### src/rtl/bus_packet_buffer_if.sv
// bus_packet_buffer_if: one beat stream (valid/ready handshake with 32-bit data and last flag)
interface bus_packet_buffer_if;
  logic        ENA;
  logic [31:0] v;
  logic        last;
  logic        RDY;
  modport master (output ENA, v, last, input RDY);
  modport slave  (input ENA, v, last, output RDY);
endinterface

### src/rtl/bus_packet_buffer.sv
// bus_packet_buffer: store-and-forward beat FIFO that falls back to cut-through for oversize packets
module bus_packet_buffer #(
  parameter  int DEPTH = 16,
  localparam int AW    = $clog2(DEPTH)
) (
  input  logic                CLK,
  input  logic                nRST,
  bus_packet_buffer_if.slave  in_enq,
  bus_packet_buffer_if.master out_enq,
  output logic [AW:0]         pkt_count,
  output logic [31:0]         pkts_sent,
  output logic                cut_through
);
  typedef enum logic {NORMAL, CUT} state_t;
  state_t state, state_nxt;
  logic [32:0] mem [DEPTH];
  logic [AW:0] wr_ptr, rd_ptr;
  logic empty, full, in_x, out_x, in_l, out_l;
  assign empty = wr_ptr == rd_ptr;
  assign full = wr_ptr[AW-1:0] == rd_ptr[AW-1:0] && wr_ptr[AW] != rd_ptr[AW];
  assign in_enq.RDY = !full;
  assign {out_enq.last, out_enq.v} = mem[rd_ptr[AW-1:0]];
  assign cut_through = state == CUT;
  assign out_enq.ENA = !empty && (pkt_count != '0 || cut_through);
  assign in_x = in_enq.ENA && !full;
  assign out_x = out_enq.ENA && out_enq.RDY;
  assign in_l = in_x && in_enq.last;
  assign out_l = out_x && out_enq.last;
  always_comb
    state_nxt = (state == NORMAL && full && pkt_count == '0) ? CUT :
                (state == CUT && out_l)                        ? NORMAL : state;
  always_ff @(posedge CLK)
    if (in_x)
      mem[wr_ptr[AW-1:0]] <= {in_enq.last, in_enq.v};
  always_ff @(posedge CLK)
    if (!nRST) begin
      state     <= NORMAL;
      wr_ptr    <= '0;
      rd_ptr    <= '0;
      pkt_count <= '0;
      pkts_sent <= '0;
    end else begin
      state     <= state_nxt;
      wr_ptr    <= wr_ptr + (AW+1)'(in_x);
      rd_ptr    <= rd_ptr + (AW+1)'(out_x);
      pkt_count <= pkt_count + (AW+1)'(in_l) - (AW+1)'(out_l);
      pkts_sent <= pkts_sent + 32'(out_l);
    end
endmodule

### src/flat_wrapper.sv
// flat-port wrapper written by rule: the top's interface ports become plain ports
module bus_packet_buffer_flat 
#(
  parameter  int DEPTH = 16,
  localparam int AW    = $clog2(DEPTH)
)
  (CLK, nRST, pkt_count, pkts_sent, cut_through, in_enq_ENA, in_enq_v, in_enq_last, in_enq_RDY, out_enq_ENA, out_enq_v, out_enq_last, out_enq_RDY);
  bus_packet_buffer_if in_enq_i ();
  bus_packet_buffer_if out_enq_i ();
  input  logic CLK;
  input  logic nRST;
  output logic [AW:0] pkt_count;
  output logic [31:0] pkts_sent;
  output logic cut_through;
  input wire logic [$bits(in_enq_i.ENA)-1:0] in_enq_ENA;
  input wire logic [$bits(in_enq_i.v)-1:0] in_enq_v;
  input wire logic [$bits(in_enq_i.last)-1:0] in_enq_last;
  output wire logic [$bits(in_enq_i.RDY)-1:0] in_enq_RDY;
  output wire logic [$bits(out_enq_i.ENA)-1:0] out_enq_ENA;
  output wire logic [$bits(out_enq_i.v)-1:0] out_enq_v;
  output wire logic [$bits(out_enq_i.last)-1:0] out_enq_last;
  input wire logic [$bits(out_enq_i.RDY)-1:0] out_enq_RDY;
  assign in_enq_i.ENA = in_enq_ENA;
  assign in_enq_i.v = in_enq_v;
  assign in_enq_i.last = in_enq_last;
  assign in_enq_RDY = in_enq_i.RDY;
  assign out_enq_ENA = out_enq_i.ENA;
  assign out_enq_v = out_enq_i.v;
  assign out_enq_last = out_enq_i.last;
  assign out_enq_i.RDY = out_enq_RDY;
  bus_packet_buffer #(.DEPTH(DEPTH)) u_core (.CLK(CLK), .nRST(nRST), .in_enq(in_enq_i), .out_enq(out_enq_i), .pkt_count(pkt_count), .pkts_sent(pkts_sent), .cut_through(cut_through));
endmodule
### config.mk
export PLATFORM = sky130hd
export DESIGN_NAME = bus_packet_buffer_flat
export DESIGN_NICKNAME = d
export VERILOG_FILES = /design/src/rtl/bus_packet_buffer_if.sv /design/src/rtl/bus_packet_buffer.sv /design/src/flat_wrapper.sv
export SDC_FILE = /design/constraint.sdc
export NUM_CORES = 1
export LEC_CHECK = 0
export CAP_MARGIN = 25
export CORE_ASPECT_RATIO = 2
export CORE_MARGIN = 2
export CORE_UTILIZATION = 54
export DETAILED_ROUTE_END_ITERATION = 12
export HOLD_SLACK_MARGIN = 0.08
export MAX_ROUTING_LAYER = met4
export PLACE_DENSITY = 0.76
export SLEW_MARGIN = 10
export SYNTH_ARGS = -nofsm -noshare
export SYNTH_HDL_FRONTEND = slang
export SYNTH_SLANG_ARGS = --single-unit
### constraint.sdc
create_clock -name CLK -period 4.2 [get_ports CLK]
set_input_delay 0.84 -clock CLK [delete_from_list [all_inputs] [get_ports CLK]]
set_output_delay 0.84 -clock CLK [all_outputs]
set_load 0.005 [all_outputs]
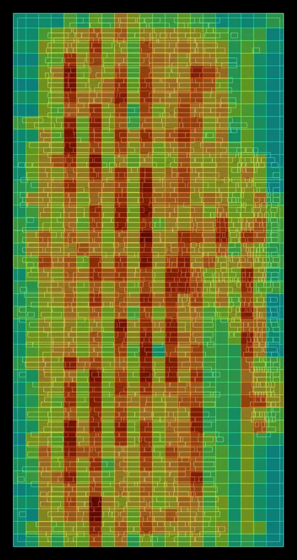
(run_1/final_congestion.png)
met2 Use GR: 40.4%
average detailed-routed wire length per instance: 27.9 um

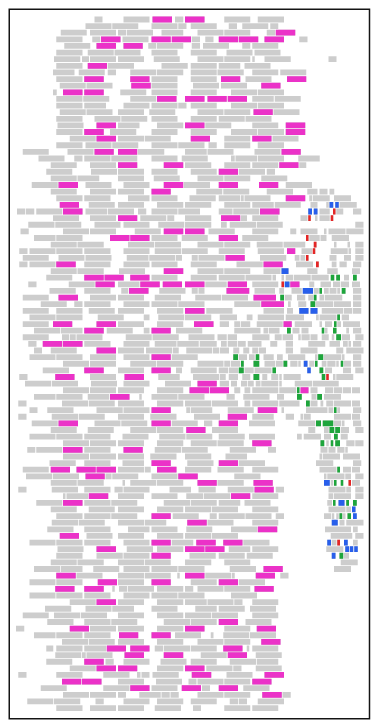
(run_1/gate_families.png)
red -> inverters  # cells 12
green -> NAND gates  # cells 49, where middle right
blue -> inverting AOI/OAI gates  # cells 22
magenta -> multiplexers  # cells 167

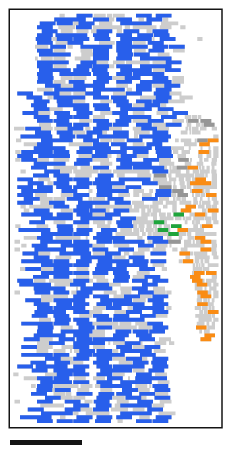
(run_1/registers.png)
Bar = 50 um.
blue -> `u_core.mem`  # flops 528
orange -> `u_core.pkts_sent`  # flops 32, where middle right
green -> `u_core.wr_ptr`  # flops 5, where middle right
sequential logic power: 6.42 mW
fraction of standard cell area that is sequential: 65.0%

==> commit_impl_results.txt, run 1 <==
Update PnR metrics after Yosys + OpenROAD run

- After detailed routing, no signal wire sits above met4.
- Vertical die size: 291 um
* Syn Nets: about 1100
- STA classifies the critical path startpoint as a register.
* Quantity of I/O buffers inserted on ports: between 100 and 150
* Reg2Reg Depth: 14
- Fraction of layout instances using a drive strength above 1: 25.0%
- Std-Cell Core Area: 40900 um^2
- Largest voltage drop on the vdd net: 0.000372 V
* Min Tclk post-route: 4.07 ns
* Hold Crit Start: u_core.pkts_sent[30]$_SDFF_PN0_
* Number of clock sinks: 576
- Yosys reports a chip area of 22200 um^2.
* Antenna violations before repair: 1
* Aggregate global-route resource usage: a little under a quarter
- Filler cells: 2635
* X dimension of the die: 147 um
* Ranking of synthesized cells by area: edfxtp_1 71%, mux4_2 16%, dfxtp_1 4.3%
- Among all stages on the critical path, the largest delay is contributed by buf_4.
- Depth of the critical timing path with buffers and inverters included: 4
* Biggest fanout along the worst timing path: about 42
- Critical path startpoint: u_core.rd_ptr[1]$_SDFF_PN0_
- Grt total ovfl: 0
- Clock tree synthesis inserted a total of 47 buffers.
- Quantity of gates resized following cts: 0
* Routed wire length: 48.3 mm
- Post-synth top area share: 71.4%
* Critical path buffer and inverter count: 2
- Number of global-route vias before repair: approximately 11000
- Maximum level of the CTS H-tree: 2
* Family of cells with the greatest summed delay on the critical path: buffers and inverters
- Met3 wire len: 2.95 mm
- The final timing report counts setup violations totalling 0.
* Category of the worst setup path capture point: primary output
* Site Rows: 105
- Per the skew report, the later register of the worst-skew pair sees a clock latency of 0.58 ns.
* Post-synthesis cell count from yosys: roughly 1000
- Detailed-routing iteration count for the pre-antenna-repair pass: 5
- Using the TritonRoute via totals, the vias-per-cell ratio works out to just over 6.
- Hold Fails Final Rpt: 0
* Area growth syn-to-layout: 16.5%
* P_leak: 8.02 nW
- Among the stages of the critical path, the cell type that occurs most often is mux4_2.
* Placer's final routability congestion estimate: 0.802
* Result of the run: complete, no violations
- Tally of yosys warning messages: 0
- Tally of OpenROAD warnings: 27
- Highest-count cells in the layout ignoring fill and taps: 528 x edfxtp_1, 160 x mux4_2, 109 x clkdlybuf4s50_1
- CTS placed an instance of clkbuf_16 at the clock tree root.
* Setup repair after global routing missed its margin: no
- Buffer levels on the longest clock path: 3
- DRC: 0
- The final report gives the core utilization as 63.3%.
* Commonest Layout Cell: edfxtp_1
- For this block, the via count after detailed routing is 10700.
- Clock transition time at the flip-flop clock pins of the worst setup and hold paths: approximately 0.060 ns
- Critical Path, Cell by Cell: buf_4 -> mux4_2 -> mux4_2 -> clkdlybuf4s50_1
- Per the log, the first TritonRoute iteration ended with a DRC count of 1228.
- The share of the core area taken by cells at floorplan is a little over half.
* Slew margin rel.: 50.4%
* Global-route wire length before repair: 71.7 mm
* Clock tree from TritonCTS: done
- Num ports: 110
- Power per unit of standard cell area: roughly 500 nW/um^2
- After layout, the worst path uses 97.0% of the clock period.
- In this run, synthesis produced a sequential element count of ~580.
- Detail Placement HPWL: 25.1 mm
- Crit Path Class: reg2out
* Post-synthesis area per instance: 21.9 um^2
- Counting pins that exceed their max-slew limit in the final report gives 0.
- Note that the worst hold path type here is reg2reg.
- Slew at the pin closest to its max-slew limit: 0.744 ns
- Of the synthesized area, sequential elements account for 75.7%.
* Worst path required time: 3.36 ns
* Syn Inst Count: 1013
- After synthesis the cells add up to 22200 um^2.
[run 1: sequential cells by signal (all words and copies together) (netlist names)]
signal,cells
u_core.mem,528
u_core.pkts_sent,32
u_core.pkt_count,5
u_core.rd_ptr,5
u_core.wr_ptr,5
u_core.cut_through,1
[run 1: logic make-up after synthesis]
logic type                 synth area share (%)
AOI/OAI and AO/OA                         0.704
xor gates and xnor gates                   1.38
adders and majority gates                 0.766
DFF                                        75.7
buffers and inverters                      1.49
muxes                                      16.8
and+or+nand+nor                            3.21
[run 1: final timing paths]
check / end / slack (ns)
worst max register to register: u_core.pkt_count[4]$_SDFF_PN0_ / 0.67
worst min-delay path: u_core.pkts_sent[30]$_SDFF_PN0_ / 0.49
worst max-delay path: out_enq_v[8] / 0.13
worst min register to register: u_core.pkts_sent[30]$_SDFF_PN0_ / 0.49
[run 1: cell usage after synthesis]
master and instances:
edfxtp_1 528, dfxtp_1 48, or3b_1 1, nand4_2 1, o21ai_0 2, nor2_1 48
xor2_1 24, nand2_1 17, a22o_1 1, mux4_1 3, nand3b_1 2, buf_6 12
inv_1 12, nor3_1 5, a2bb2oi_1 1, buf_2 12, or3_1 6, nor4_2 2
o21ai_1 4, nand2b_1 4, nand3_1 18, ha_1 12, buf_1 2, nor4_1 4
o21bai_1 3, a21oi_1 8, a41oi_1 1, nand4_1 7, mux4_2 160, nor3_2 1
clkbuf_1 20, a21o_1 1, and3_1 9, mux2_2 1, buf_4 1, a21boi_2 1
a31oi_1 1, and2_1 11, fa_1 1, and4_1 3, xnor2_1 11, mux2i_1 3
a211oi_2 1
[run 1: power breakdown]
| group | switching (mW) | internal (mW) | leakage, nW |
|---|---|---|---|
| Clock | 2.01 | 2.79 | 0.822 |
| Sequential | 0.0804 | 6.34 | 5.16 |
| Combinational | 0.696 | 0.945 | 2.03 |
[run 1: metal layers]
layer  GRT usage, %  up-vias
li1               -     4494
met1           29.6     5654
met2           40.4      467
met3           3.06      109
met4           8.61        0
met5              -        -
[run 1: cell type report]
cell class              instances  area (um^2)  area share [%]
diodes                          1         2.50         0.00967
well taps                     535          669            2.59
flip-flops and latches        576        16800            65.0
clock buffers                  53         1220            4.72
repair buffers                147         1450            5.61
clock inverters                32          468            1.81
inverters                      12         45.0           0.174
multi-input cells             378         5190            20.0
[run 1: worst register-to-register path, cell delays in order, from the launching register on]
cell and delay (ns):
dfxtp_4 0.62, mux4_1 0.62, mux2_2 0.27, a22o_1 0.26, and2_1 0.19, ha_1 0.27
inv_1 0.04, ha_1 0.20, inv_1 0.07, fa_1 0.20, inv_1 0.05, a21oi_1 0.14
nor2_1 0.07, or3_1 0.34, a21oi_1 0.13
[run 1: through the flow]
stage	std cells	setup WS [ns]	instance area, um^2	hold WS (ns)
2_1_floorplan	1013	0.234	22200	0.473
3_3_place_gp	1648	0.715	24200	0.473
3_5_place_dp	1648	0.660	24200	0.487
4_1_cts	1733	0.121	25900	0.495
5_1_grt	1734	0.0973	25900	0.524
6_report	1734	0.128	25900	0.490
==> run 1 -> run 2 <==
--- a/config.mk
+++ b/config.mk
@@ -5,6 +5,7 @@
 export SDC_FILE = /design/constraint.sdc
 export NUM_CORES = 1
 export LEC_CHECK = 0
+export ABC_AREA = 1
 export CAP_MARGIN = 25
 export CORE_ASPECT_RATIO = 2
 export CORE_MARGIN = 2
@@ -12,7 +13,8 @@
 export DETAILED_ROUTE_END_ITERATION = 12
 export HOLD_SLACK_MARGIN = 0.08
 export MAX_ROUTING_LAYER = met4
-export PLACE_DENSITY = 0.76
+export PLACE_DENSITY = 0.75
+export SETUP_SLACK_MARGIN = 0.4
 export SLEW_MARGIN = 10
 export SYNTH_ARGS = -nofsm -noshare
 export SYNTH_HDL_FRONTEND = slang
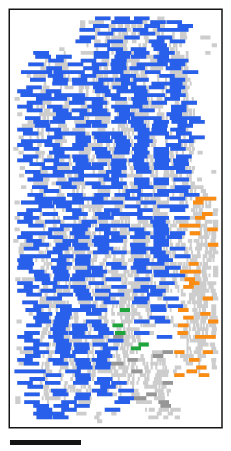
(run_2/registers.png)
Bar = 50 um.
blue -> `u_core.mem`  # flops 528, where spread over the die
orange -> `u_core.pkts_sent`  # flops 32
green -> `u_core.wr_ptr`  # flops 5, where bottom center
not colored = 11
sequential logic power: 6.40 mW
Finished Core Util: 63.2%

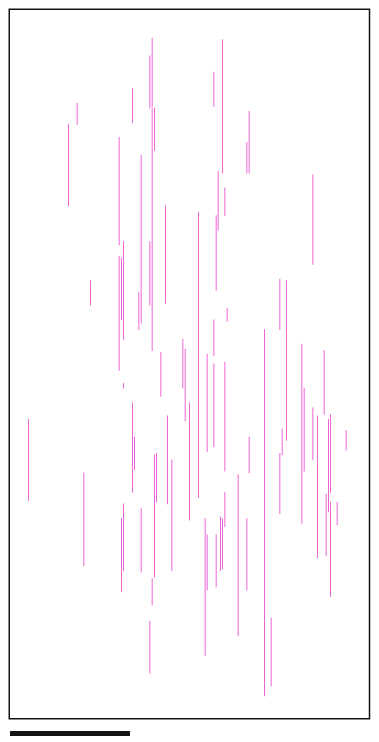
(run_2/met4.png)
Bar = 50 um.
longest straight run = 153 um
wire length on this layer = 2490 um
total via count in the routed design: 15500
routed wire length: 58.6 mm

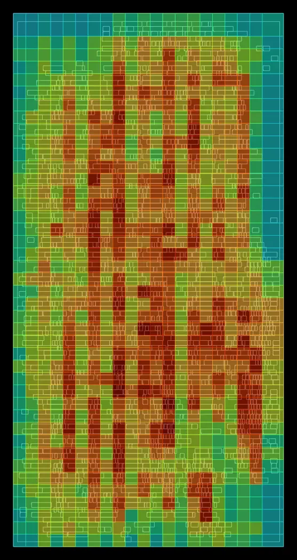
(run_2/final_congestion.png)
global routing met3 resource utilization: 3.58%
met2 Use GR: 46.7%
aggregate global-route resource usage: 26.8%
most crowded layer after global routing: met2

==> commit_impl_results.txt, run 2 <==
Update PnR metrics after Yosys + OpenROAD run

- Result of the run: complete, no violations
- The synthesis report lists the most area-consuming cells as edfxtp_1 69%, o21ai_0 5.7%, nor2_1 5.2%.
- The first-pass GRT wire length is 87.0 mm (+21%).
- Tally of OpenROAD warnings: 29 (+7.4%)
- Starting utilization of the core area: 54.8% (+0.41 points)
- X dimension of the die: 150 um (+1.6%)
* Final standard cell count with taps included and fillers excluded: 2501 (+44%)
* Average vias per placed instance: 6.21 (+0.45%)
- Area growth syn-to-layout: 15.4%
- The areal power density over the cells came to 482 nW/um^2 (-3.1%).
- P_leak: 8.61 nW (+7.4%)
- The chip area line of the yosys report was 23000 um^2 (+3.3%).
- Synth Seq Share: 73.2% (-2.4 points)
- Startpoint type of the worst setup path: register
- The tree is rooted in a clkbuf_16.
* Post-synth top flop: edfxtp_1
- The maximum clock path buffer count is 3 (unchanged).
* Antenna violations before repair: 1 (unchanged)
- The final count of pins violating max slew came to 0 (unchanged).
- The number of inserted filler cells in the final layout came to 3058 (+16%).
- Met1 wire length: 21.0 mm
- The top cell types in the final layout, fill and taps aside, are 528 x edfxtp_1, 299 x nor2_1, 262 x o21ai_0.
* Family of cells with the greatest summed delay on the critical path: buffers and inverters
* Detailed-routing iteration count for the pre-antenna-repair pass: 5 (unchanged)
- Quantity of I/O buffers inserted on ports: 109 (unchanged)
* Largest voltage drop on the vdd net: 0.000379 V (+1.9%)
* Setup repair after global routing missed its margin: yes
- Placer's final routability congestion estimate: 0.951 (+19%)
- The final period demand of the worst path was 3.69 ns (-0.380 ns).
* Post-synthesis area per instance: 12.5 um^2 (-43%)
- Slew at the pin closest to its max-slew limit: 0.842 ns (+0.0981 ns)
- Data on the critical path arrives at its endpoint at ~2.9 ns.
* Std-Cell Core Area: 41900 um^2 (+2.6%)
- Flops after synth: 576 (unchanged)
- STA classifies the critical path endpoint as a primary output.
* Hold-fix buffer count after cts: 0
* Slew margin rel.: 43.5% (-6.9 points)
- Vertical die size: 296 um (+1.6%)
- Final design area excluding fillers: 26500 um^2 (+2.4%)
- TritonCTS built the clock tree.
- The final critical-path share of the clock period came to 87.9% (-9.0 points).
* Number of enable flip-flop cells: 528 (unchanged)
- Setup total negative slack on the finished layout was measured at 0 ns.
- The final count of negative-setup-slack endpoints is 0 (unchanged).
* Average detailed-routed wire length per instance: 23.4 um (-16%)
- The synthesized cell area came to 23000 um^2 (+3.3%).
- For the final database, setup skew stands at 0.0316 ns.
* Top cells by count: 528 x edfxtp_1, 316 x nor2_1, 262 x o21ai_0
* DRC: 0 (unchanged)
* Async set-or-reset flop fraction in the synthesized netlist: 0% (unchanged)
* Max reg flops: 528 (unchanged)
* Syn Nets: 1880 (+77%)
- The count of boundary I/O pins was 110 (unchanged).
* Commonest Layout Cell: edfxtp_1
* Cell total after placement: 2408 (+46%)
- The required time of the critical path is 3.36 ns (about the same).
* Initial DRC count: 1515 (+23%)
* HP Class: reg2reg
- Detail Placement HPWL: 33.0 mm (+31%)
* Number of buffers created by CTS: 48 (+2.1%)
- The yosys cell count was 1830 (+81%).
* Placed Area: 24800 um^2 (+2.7%)
* Critical path buffer and inverter count: 3 (+1)
- Tally of yosys warning messages: 0 (unchanged)
* Clock transition time at the flip-flop clock pins of the worst setup and hold paths: 0.07 ns (about the same)
* Syn Inst Count: 1830 (+81%)
- The fraction of layout cells with a size suffix above 1 came to 7.91% (-17 points).
* Hold Fails Final Rpt: 0 (unchanged)
- Slowest cell on the critical path: clkdlybuf4s50_1
- Dominant cell by count in the synthesized netlist: edfxtp_1
* Grt total ovfl: 0 (unchanged)
- The critical path is of the reg2out type.
* Met3 wire len: 4.26 mm (+44%)
* Post-synth top area share: 69.1% (-2.3 points)
- The report lists the cells along the critical path as inv_12 -> buf_12 -> o21ai_0 -> o22ai_1 -> nand2_1 -> nand3_1 -> clkdlybuf4s50_1.
- Maximum level of the CTS H-tree: 2 (unchanged)
- The floorplan row count came to 106 (+0.95%).
- The number of clock sinks seen by CTS came to 576 (unchanged).
* Top Layer Used: met4
* Insertion Delay late pin: 0.59 ns (about the same)
* Number of violations of the max-capacitance limit: 0
* Number of global-route vias before repair: 15200 (+36%)
- Biggest fanout along the worst timing path: 87 (+110%)
[run 2: logic make-up after synthesis]
| logic type | after synthesis | share of synthesized area [%] |
|---|---|---|
| buf+inv | 173 | 3.32 |
| fa+ha+maj | 13 | 0.741 |
| compound gates | 446 | 11.2 |
| xor+xnor | 8 | 0.305 |
| flops | 576 | 73.2 |
| simple gates | 614 | 11.2 |
[run 2: path summary, 6_finish.rpt]
| path | cells after the start | start | endpoint | slack (ns) |
|---|---|---|---|---|
| worst min-delay path | 2 | u_core.pkts_sent[31]$_SDFF_PN0_ | u_core.pkts_sent[31]$_SDFF_PN0_ | 0.48 |
| worst min register to register | 2 | u_core.pkts_sent[31]$_SDFF_PN0_ | u_core.pkts_sent[31]$_SDFF_PN0_ | 0.48 |
| worst max register to register | 17 | u_core.rd_ptr[0]$_SDFF_PN0_ | u_core.pkts_sent[23]$_SDFF_PN0_ | 0.84 |
| worst max-delay path | 7 | u_core.rd_ptr[0]$_SDFF_PN0_ | out_enq_v[1] | 0.51 |
[run 2: stage by stage]
| step | setup WS, ns | util (%) | hold WS, ns |
|---|---|---|---|
| 5_1_grt | 0.365 | 63.2 | 0.519 |
| 2_1_floorplan | 1.15 | - | 0.463 |
| 3_5_place_dp | 0.624 | 59.3 | 0.472 |
| 3_3_place_gp | 0.629 | 59.3 | 0.458 |
| 4_1_cts | 0.322 | 63.0 | 0.483 |
| 6_report | 0.508 | 63.2 | 0.479 |
[run 2: area by class of cell]
type                    count  area [um^2]  share of cell area, %
inverters                  65          269                   1.02
clock buffers              58         1250                   4.71
well taps                 540          676                   2.55
flip-flops and latches    576        16800                   63.5
clock inverters            29          231                  0.874
multi-input cells        1081         5510                   20.8
repair buffers            151         1730                   6.54
diodes                      1         2.50                0.00945
[run 2: routing by layer]
layer,vias up,global-route usage (%)
met2,781,46.7
met1,7705,30.7
li1,6890,-
met4,0,11.8
met5,-,-
met3,161,3.58
[run 2: power breakdown]
part | internal, mW | switching, mW | total, mW
Combinational | 0.773 | 1.31 | 2.08
Sequential | 6.34 | 0.0587 | 6.40
Clock | 2.26 | 2.01 | 4.28
Total | 9.38 | 3.38 | 12.8
[run 2: what timing repair did]
item                       4_1_cts  5_1_grt
gates cloned                     1        2
setup endpoints to repair       31       28
pin swaps                        0        1
buffers inserted                 0        2
gates resized                    7       10
[run 2: worst register-to-register path: cells and delay by family (launching register included)]
kind | cells | cell delay, ns
AOI/OAI and AO/OA | 2 | 0.26
DFF | 1 | 0.50
adders and majority gates | 1 | 0.22
and+or+nand+nor | 12 | 1.72
buffers and inverters | 2 | 0.57
==> run 2 -> run 3 <==
--- a/config.mk
+++ b/config.mk
@@ -11,9 +11,10 @@
 export CORE_MARGIN = 2
 export CORE_UTILIZATION = 54
 export DETAILED_ROUTE_END_ITERATION = 12
+export GPL_TIMING_DRIVEN = 0
 export HOLD_SLACK_MARGIN = 0.08
 export MAX_ROUTING_LAYER = met4
-export PLACE_DENSITY = 0.75
+export PLACE_DENSITY = 0.73
 export SETUP_SLACK_MARGIN = 0.4
 export SLEW_MARGIN = 10
 export SYNTH_ARGS = -nofsm -noshare
==> constraint.sdc (replaced) <==
create_clock -name CLK -period 4.3 [get_ports CLK]
set_input_delay 0.86 -clock CLK [delete_from_list [all_inputs] [get_ports CLK]]
set_output_delay 0.86 -clock CLK [all_outputs]
set_load 0.005 [all_outputs]
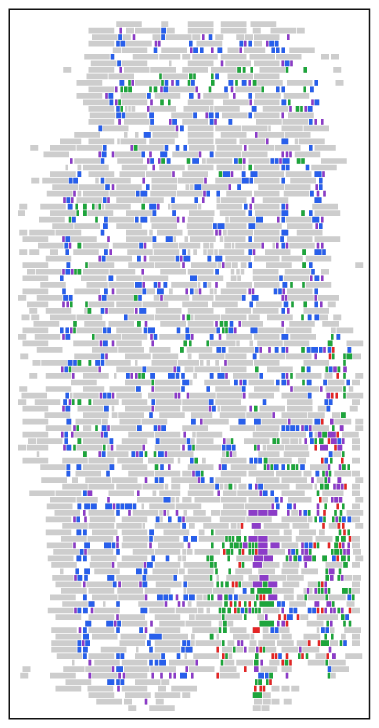
(run_3/gate_families.png)
green -> NAND gates  # cells 267, where spread over the die
purple -> NOR gates  # cells 341, where spread over the die
red -> inverters  # cells 65, where lower right
blue -> inverting AOI/OAI gates  # cells 444, where spread over the die
Comb/total area: 20.6%
Commonest Layout Cell: edfxtp_1
final standard cell count with taps included and fillers excluded: 2581

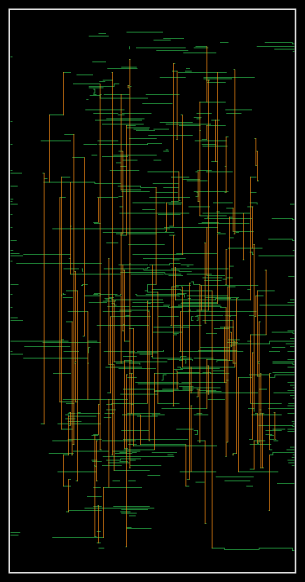
(run_3/metal_stack.png)
Only two layers are drawn.
orange -> met4  # wire length 5510 um
green -> met3  # wire length 5250 um
aggregate global-route resource usage: 31.3%
total via count in the routed design: 16000
average detailed-routed wire length per instance: 25.8 um

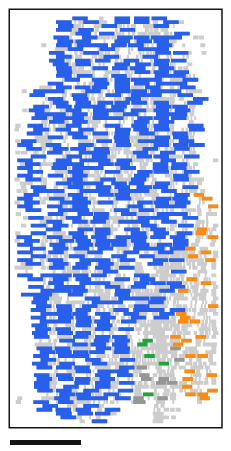
(run_3/registers.png)
Bar = 50 um.
green -> `u_core.wr_ptr`  # flops 5
orange -> `u_core.pkts_sent`  # flops 32
blue -> `u_core.mem`  # flops 528
not colored = 11

==> commit_impl_results.txt, run 3 <==
Update PnR metrics after Yosys + OpenROAD run

- Result of the run: complete, no violations
* Period Utilization, post-route: 90.9%
- Initial DRC count: 2061 (+36%)
- Syn Inst Count: 1830 (unchanged)
- Global-route wire length before repair: 97.6 mm (+12%)
- Cell total after placement: 2496 (+3.7%)
- Sorting the Yosys area breakdown by cell type puts at the top edfxtp_1.
- DRC: 0 (unchanged)
- The number of flops mapped to enable cells by yosys came to 528 (unchanged).
- In the post-synthesis netlist, the cell with the most instances is edfxtp_1.
- For the worst reg-to-reg path, the endpoint reported by OpenROAD is u_core.pkts_sent[18]$_SDFF_PN0_.
* Worst slack after detailed placement: 0.500 ns (-0.123 ns)
* Number of different library cells in the post-synthesis netlist: 44
- Worst reg2reg startpoint: u_core.rd_ptr[2]$_SDFF_PN0_
- The area of the placeable core came to 41900 um^2 (unchanged).
* Top cells by count: 528 x edfxtp_1, 316 x nor2_1, 262 x o21ai_0
- Power per unit of standard cell area: 478 nW/um^2 (-0.69%)
- The count of H-tree levels built during CTS came to 2 (unchanged).
- Syn Nets: 1880 (unchanged)
- Library cell used as clock root buffer: clkbuf_16
- Num ports: 110 (unchanged)
* Synth Area in Simple Gates: 11.2% (unchanged)
- The area share of the leading cell type in the synthesized netlist came to 69.1% (unchanged).
- Detailed-routing iteration count for the pre-antenna-repair pass: 6 (+1)
- Register-to-Register Setup Slack: 0.89 ns (+0.05 ns)
* Post-synth top flop: edfxtp_1
- Per the post-route antenna check, the number of violating nets is 0.
* Hold-fix buffer count after cts: 0 (unchanged)
- For this run, the post-layout net count is 2056.
* Clock transition time at the flip-flop clock pins of the worst setup and hold paths: 0.07 ns (about the same)
* Smallest hold slack: 0.477 ns (-0.00207 ns)
* Site Rows: 106 (unchanged)
- Category of the worst setup path capture point: primary output
- Area enclosed by the die boundary: 44300 um^2
- Number of diodes: 0 (-1)
* Mux share of post-synthesis cell area: 0% (unchanged)
- The maximum fanout along the worst path came to 10 (-89%).
* Post-Synth AOI/OAI Area: 11.2% (unchanged)
- The via-per-instance ratio is 6.21 (about the same).
- In the setup report, the worst path falls into the class reg2out.
- The flip-flop count of the largest register after layout was 528 (unchanged).
* Detail Placement HPWL: 44.9 mm (+36%)
* Post-synthesis area per instance: 12.5 um^2 (unchanged)
- STA reports the tightest min-delay check as being of type reg2reg.
* Slew at the pin closest to its max-slew limit: 0.875 ns (+0.0334 ns)
- Number of buffers created by CTS: 48 (unchanged)
- Vertical die size: 296 um (unchanged)
- The relative slew slack came to 41.7% (-1.9 points).
- Chip area in the Yosys report: 23000 um^2 (unchanged)
* Reg2Reg Depth: 17 (unchanged)
- Setup repair after global routing could not meet its margin everywhere.
* Synth Seq Share: 73.2% (unchanged)
- Cell depth of the worst min-delay path: 2 (unchanged)
* Highest-count cells in the layout ignoring fill and taps: 528 x edfxtp_1, 298 x nor2_1, 261 x o21ai_0
- Synthesized-area fraction occupied by adder cells: 0.741% (unchanged)
- Yosys attributes the largest share of cell area to edfxtp_1 69%, o21ai_0 5.7%, nor2_1 5.2%.
- Tally of yosys warning messages: 0 (unchanged)
* Insertion Delay late pin: 0.58 ns (about the same)
- The final count of pins violating max slew is 0 (unchanged).
- Setup Total Neg Slack: 0 ns (unchanged)
* Placer's final routability congestion estimate: 0.961 (+1.1%)
- The smallest clock period supported by the final layout is computed as 3.91 ns.
* Grt total ovfl: 0 (unchanged)
- The worst setup path is launched from a register.
- The number of clock sinks seen by CTS is 576 (unchanged).
* Area growth syn-to-layout: 16.8%
* CP arrival: 3.05 ns (+0.20 ns)
- Flops after synth: 576 (unchanged)
- Clock tree from TritonCTS: done
- Buffer levels on the longest clock path: 3 (unchanged)
- The initial antenna violation count came to 0 (-1).
- The xor and xnor fraction of the mapped netlist area is 0.305% (unchanged).
* Quantity of I/O buffers inserted on ports: 109 (unchanged)
- The initial cell density of the core came to 54.8% (unchanged).
- Hold analysis lists the worst path endpoint as u_core.pkts_sent[31]$_SDFF_PN0_.
- The max-capacitance violation count came to 0 (unchanged).
* Tally of OpenROAD warnings: 29 (unchanged)
- In this run the most critical hold path is launched from u_core.pkts_sent[31]$_SDFF_PN0_.
- The synthesized cell area was 23000 um^2 (unchanged).
* Upper clock frequency limit: 0.256 GHz
- Routed wire length: 66.6 mm (+14%)
- The fraction of layout cells with a size suffix above 1 was 10.2% (+2.3 points).
- X dimension of the die: 150 um (unchanged)
* Largest voltage drop on the vdd net: 0.000375 V (-1.1%)
- Worst path required time: 3.44 ns (+0.08 ns)
- Entering global routing, the biggest net connects 24 pins.
- The clock skew came to 0.0229 ns (-0.00874 ns).
* Post-CTS Repair Setup Buffers: 0 (unchanged)
- The fraction of registers with async set/reset came to 0% (unchanged).
* P_leak: 8.84 nW (+2.7%)
- Post-synthesis cell count from yosys: 1830 (unchanged)
- Hold Fails Final Rpt: 0 (unchanged)
* Main combinational cell family by area after synthesis: simple AND/OR/NAND/NOR gates
* Number of global-route vias before repair: 16500 (+8.3%)
- The final count of negative-setup-slack endpoints was 0 (unchanged).
- Final worst setup slack: 0.392 ns (-0.116 ns)
run 3: cell types whose count changed in the layout (fill, tap and decap cells not counted), moves of 4 or more:
cell	before	now
clkbuf_4	0	7
buf_12	15	10
clkbuf_1	9	34
clkbuf_2	0	33
buf_1	0	4
buf_16	2	7
clkdlybuf4s50_1	109	105
buf_2	0	24
run 3: how the worst max path moves through the flow:
| stage | startpoint | to | slack (ns) | cells past startpoint |
|---|---|---|---|---|
| global route | u_core.rd_ptr[1]$_SDFF_PN0_ | out_enq_v[7] | 0.36 | 9 |
| finish | u_core.rd_ptr[0]$_SDFF_PN0_ | out_enq_v[15] | 0.39 | 8 |
| detailed placement | u_core.rd_ptr[0]$_SDFF_PN0_ | out_enq_v[15] | 0.50 | 8 |
| floorplan | u_core.rd_ptr[0]$_SDFF_PN0_ | u_core.mem[4][0]$_DFFE_PP_ | 1.25 | 12 |
| global placement | in_enq_ENA | u_core.mem[7][17]$_DFFE_PP_ | -0.72 | 5 |
| CTS | u_core.rd_ptr[1]$_SDFF_PN0_ | out_enq_v[8] | 0.36 | 8 |
run 3: layout make-up:
type / instances / area, um^2
clock buffer: 61 / 1270
sequential: 576 / 16800
buffer: 108 / 593
multi-input combinational: 1081 / 5510
clock inverter: 24 / 208
fill: 3116 / 15100
inverter: 65 / 249
timing repair buffer: 126 / 1480
tap: 540 / 676
run 3: cell families (layout without fill, tap and decap cells):
kind of cell             after synthesis  after routing
AND-OR/OR-AND                        446            446
XOR/XNOR                               8              8
adder cells (fa/ha/maj)               13             13
buffers and inverters                173            384
flip-flops                           576            576
AND/OR/NAND/NOR                      614            614
run 3: power by group:
group          switching [mW]  internal [mW]
registers              0.0450           6.20
clock network            1.97           2.27
logic                    1.56          0.778
run 3: what timing repair did:
action / CTS / global route
setup endpoints to repair: 32 / 26
gates resized: 34 / 51
pin swaps: 6 / 2
run 3: critical path, stage by stage (launching register included):
cell and delay (ns):
dfxtp_4 0.43, inv_2 0.08, buf_4 0.18, buf_2 0.24, o21ai_0 0.24, o22ai_1 0.10, o211ai_1 0.67, nand3_1 0.22
dlygate4sd2_1 0.32
run 3: routing by layer:
layer,vias up,GRT usage (%),share of wire [%]
met4,0,23.6,8.3
met2,959,53.6,52
met5,-,-,0
met1,7756,32.0,31
met3,272,4.38,7.9
li1,7048,-,-
run 3: stage by stage:
step                      util [%]  instance area, um^2  total power, mW
after floorplan                  -                23000             7.52
after global placement        59.0                24700             8.55
after detailed placement      60.2                25200             8.63
after CTS                     63.8                26800             12.8
after global routing          64.0                26800             13.2
final                         64.0                26800             12.8
Power and IR drop assume default switching activity.
